**src/rtl/pulse_stretch_multi.sv**
```systemverilog
// ---------------------------------------------------------------------------
// pulse_stretch_multi
//
// Multi-lane, runtime-programmable pulse stretcher. Each lane turns a trigger
// event into an output pulse exactly Len clock cycles long, followed by a
// one-cycle end-of-pulse strobe. The length and the two mode selects are
// shared by all lanes and are sampled only when a lane accepts a trigger.
//
// Parameters
//   CHANNELS        number of independent lanes (>= 1)
//   WIDTH           length / counter width, max pulse length 2^WIDTH-1
//
// Ports
//   clk             rising-edge clock
//   ares_L          asynchronous active-low reset
//   sres            synchronous clear of all lanes, active high
//   Len             pulse length in cycles (0 = triggers ignored)
//   Edge_H_Level_L  1 = rising-edge trigger, 0 = level trigger
//   Retrig_H_Hold_L 1 = retrigger reloads the count, 0 = hold
//   Trigger         per-lane trigger inputs
//   Q               per-lane stretched pulse (registered)
//   Done            per-lane one-cycle end strobe (registered)
// ---------------------------------------------------------------------------
module pulse_stretch_multi #(
    parameter int CHANNELS = 4,
    parameter int WIDTH    = 8
) (
    input  logic                clk,
    input  logic                ares_L,
    input  logic                sres,
    input  logic [WIDTH-1:0]    Len,
    input  logic                Edge_H_Level_L,
    input  logic                Retrig_H_Hold_L,
    input  logic [CHANNELS-1:0] Trigger,
    output logic [CHANNELS-1:0] Q,
    output logic [CHANNELS-1:0] Done
);

    logic [CHANNELS-1:0] r_active;
    logic [CHANNELS-1:0] r_prev;
    logic [CHANNELS-1:0] r_done;
    logic [WIDTH-1:0]    r_rem [CHANNELS];

    logic                w_lenNonZero;
    logic [CHANNELS-1:0] w_event;
    logic [CHANNELS-1:0] w_accept;

    assign w_lenNonZero = (Len != '0);

    // Trigger detection and acceptance per lane. A running pulse may still
    // accept a trigger in hold mode on its terminal cycle (Rem=0), which
    // chains the next pulse on with no low gap.
    always_comb begin
        w_event  = '0;
        w_accept = '0;
        for (int i = 0; i < CHANNELS; i++) begin
            w_event[i]  = Edge_H_Level_L ? (Trigger[i] & ~r_prev[i]) : Trigger[i];
            w_accept[i] = w_event[i] & w_lenNonZero &
                          (~r_active[i] | (r_rem[i] == '0) | Retrig_H_Hold_L);
        end
    end

    // Per-lane pulse state. Rem holds the number of cycles still to run
    // after the current one, so an accept loads Len-1 and the pulse ends on
    // the edge that sees Rem=0. Prev keeps sampling Trigger even during the
    // synchronous clear so edge detection stays coherent afterwards.
    always_ff @(posedge clk or negedge ares_L) begin
        if (!ares_L) begin
            r_active <= '0;
            r_prev   <= '0;
            r_done   <= '0;
            for (int i = 0; i < CHANNELS; i++) begin
                r_rem[i] <= '0;
            end
        end else begin
            for (int i = 0; i < CHANNELS; i++) begin
                r_prev[i] <= Trigger[i];
                if (sres) begin
                    r_active[i] <= 1'b0;
                    r_rem[i]    <= '0;
                    r_done[i]   <= 1'b0;
                end else if (w_accept[i]) begin
                    r_active[i] <= 1'b1;
                    r_rem[i]    <= Len - WIDTH'(1);
                    r_done[i]   <= 1'b0;
                end else if (r_active[i] && (r_rem[i] == '0)) begin
                    r_active[i] <= 1'b0;
                    r_done[i]   <= 1'b1;
                end else if (r_active[i]) begin
                    r_rem[i]    <= r_rem[i] - WIDTH'(1);
                    r_done[i]   <= 1'b0;
                end else begin
                    r_done[i]   <= 1'b0;
                end
            end
        end
    end

    assign Q    = r_active;
    assign Done = r_done;

endmodule

```
**config.mk**
```make
export PLATFORM = sky130hd
export DESIGN_NAME = pulse_stretch_multi
export DESIGN_NICKNAME = d
export VERILOG_FILES = /design/src/rtl/pulse_stretch_multi.sv
export SDC_FILE = /design/constraint.sdc
export NUM_CORES = 1
export LEC_CHECK = 0
export CAP_MARGIN = 20
export CORE_MARGIN = 2
export CORE_UTILIZATION = 35
export CTS_CLUSTER_DIAMETER = 100
export DETAILED_ROUTE_END_ITERATION = 10
export HOLD_SLACK_MARGIN = 0.15
export PLACE_DENSITY = 0.52
export SLEW_MARGIN = 20
export SYNTH_ARGS = -nofsm -noshare
export SYNTH_HDL_FRONTEND = slang
export SYNTH_SLANG_ARGS = --single-unit
```
**constraint.sdc**
```tcl
create_clock -name clk -period 3.81 [get_ports clk]
set_input_delay 1.143 -clock clk [delete_from_list [all_inputs] [get_ports clk]]
set_output_delay 1.143 -clock clk [all_outputs]
set_load 0.02 [all_outputs]
```
### Routing congestion map

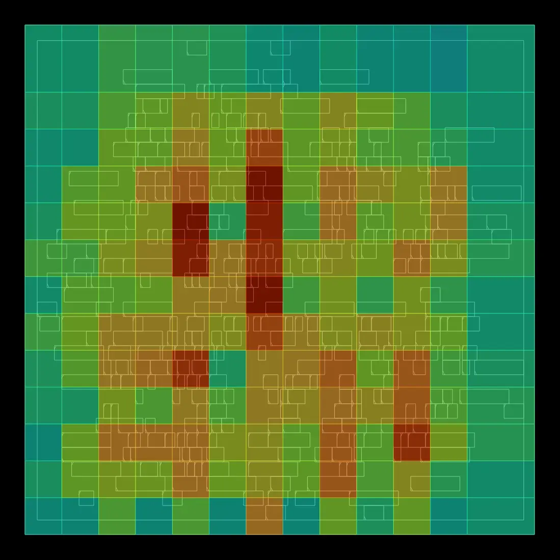
GRT Overall Usage: 18.4%
fraction of met2 tracks used by global routing: 28.4%

### Register map, names as in the netlist

(4 px per µm) Other sequential cells in the stronger grey, the rest of the logic in the fainter grey.
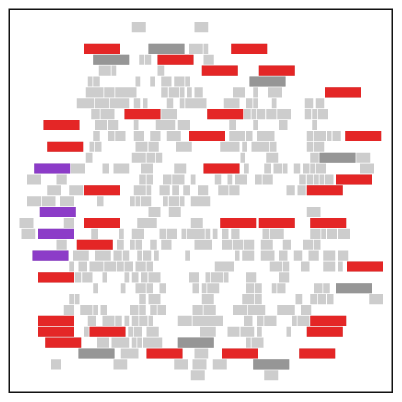
purple -> `r_prev`  # sequential cells 4, where middle left
red -> `r_rem`  # sequential cells 32, where all over the die
not coloured = 8

### Close-up of the layout

Region (35, 35) to (60, 60) µm. Cells in grey, sequential cells in the stronger grey; small squares are vias.
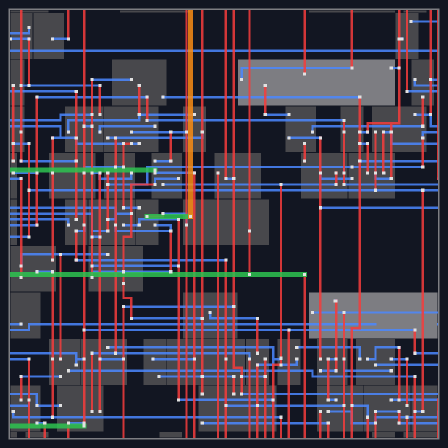
red -> metal 2
orange -> metal 4
blue -> metal 1
green -> metal 3
most frequent = nand2_1 (6), a21boi_1 (3), a21oi_1 (3)
cells with their middle in the window = 40
sequential cells in the window = 2
netlist names of flops here include = `r_rem` (2)

==> flow_summary.toml <==
# yosys + openroad results
[final_timing]
final-setup-viol-count = 0
slew_headroom_pct = 47.4
final.setup.worst_slack_ps = 511
setup_skew_after_layout_ps = 9.65
final-hold-violation-count = 0
layout_worst_path_cycle_share_pct = 86.6

[yosys]
fp_nets = 349
most_common_cell = "sky130_fd_sc_hd__dfrtp_1"
synth_async_sr_flop_share_pct = 100
count_of_flip_flops_with_a_built_in_enable_after_synthesis = 0
ys_seq_share_pct = 37.7
number_of_synthesized_register_bits = 44
netlist_area_um2 = 2920
syn_avg_cell_area_um2 = 9.08
synth-xor-area-share_pct = 2.40
compound_area_share_pct = 25.4
synth_cell_types = 69
postSynthCellCount = 322
yosys_cells = 322

[routing]
route.layer.met1.wl_mm = 3.78
route.met3.wl_um = 367
drt_drc_violations_left = 0
detailroute.wirelength.met2_mm = 3.63
num_vias = 2634
via_per_inst = 5.75
initial_drc_count = 131

[placement]
hpwlAfterDp_mm = 5.73
gpl.final_weighted_congestion = 0.858

[critical_path]
cp_slowest_stage_delay_ps = 640
cp_cell_sequence = "clkdlybuf4s50_1, inv_1, ha_1, or3b_2, o21ai_1, nor2_1, mux2_2, o22ai_1"
number_of_buffers_and_inverters_on_the_critical_path = 2
crit_slowest_cell = "sky130_fd_sc_hd__nor2_1"
path_depth = 8
cp-end-kind = "flip-flop"
arr_time_crit_path_ps = 3510
setup.worst_path.class = "in -> reg"

[grt]
globalRouteMet3Util_pct = 3.00
grt_pass1_wl_mm = 12.8
maximum_number_of_pins_on_one_net_before_global_route_repair = 45

[finish]
logic_gates = 251
highest_count_logic_cell_in_the_final_layout = "sky130_fd_sc_hd__dfrtp_1"
top_register = "r_rem"
antennaDiodeCount = 0
largest_register_ff_count = 32
final_design_area_no_fill_um2 = 3390
clkcell_share_pct = 2.29
multiInputGateArea_um2 = 1710
non_clock_buffer_area_share_pct = 8.57
layout.core_utilization_pct = 41.4

[power_and_ir_drop]
comb-power_w = 0.000571
top_contributor_to_total_power = "sequential cells"
netSwitchingFraction_pct = 37.6
power_share_of_the_combinational_group_pct = 39.0
seq_power_share_pct = 41.6
cellInternalPower_w = 0.000914
pwr-share-clk_pct = 19.4
power_sequential_w = 0.000609

[run_status]
run_status = "complete, no violations"

[clock_network]
cts_made_buffers = 5
insertion_delay_ps = 300
root_buffer = "sky130_fd_sc_hd__clkbuf_8"
clock_h_tree_levels = 2
hold_buffers = 0

[die]
die_w_um = 95.4
floorplan.initialDensity_pct = 35.8
count_of_boundary_i_o_pins = 25
die_area_um2 = 9100

[run]
maxCapViolations = 0
Power and IR drop assume default switching activity.
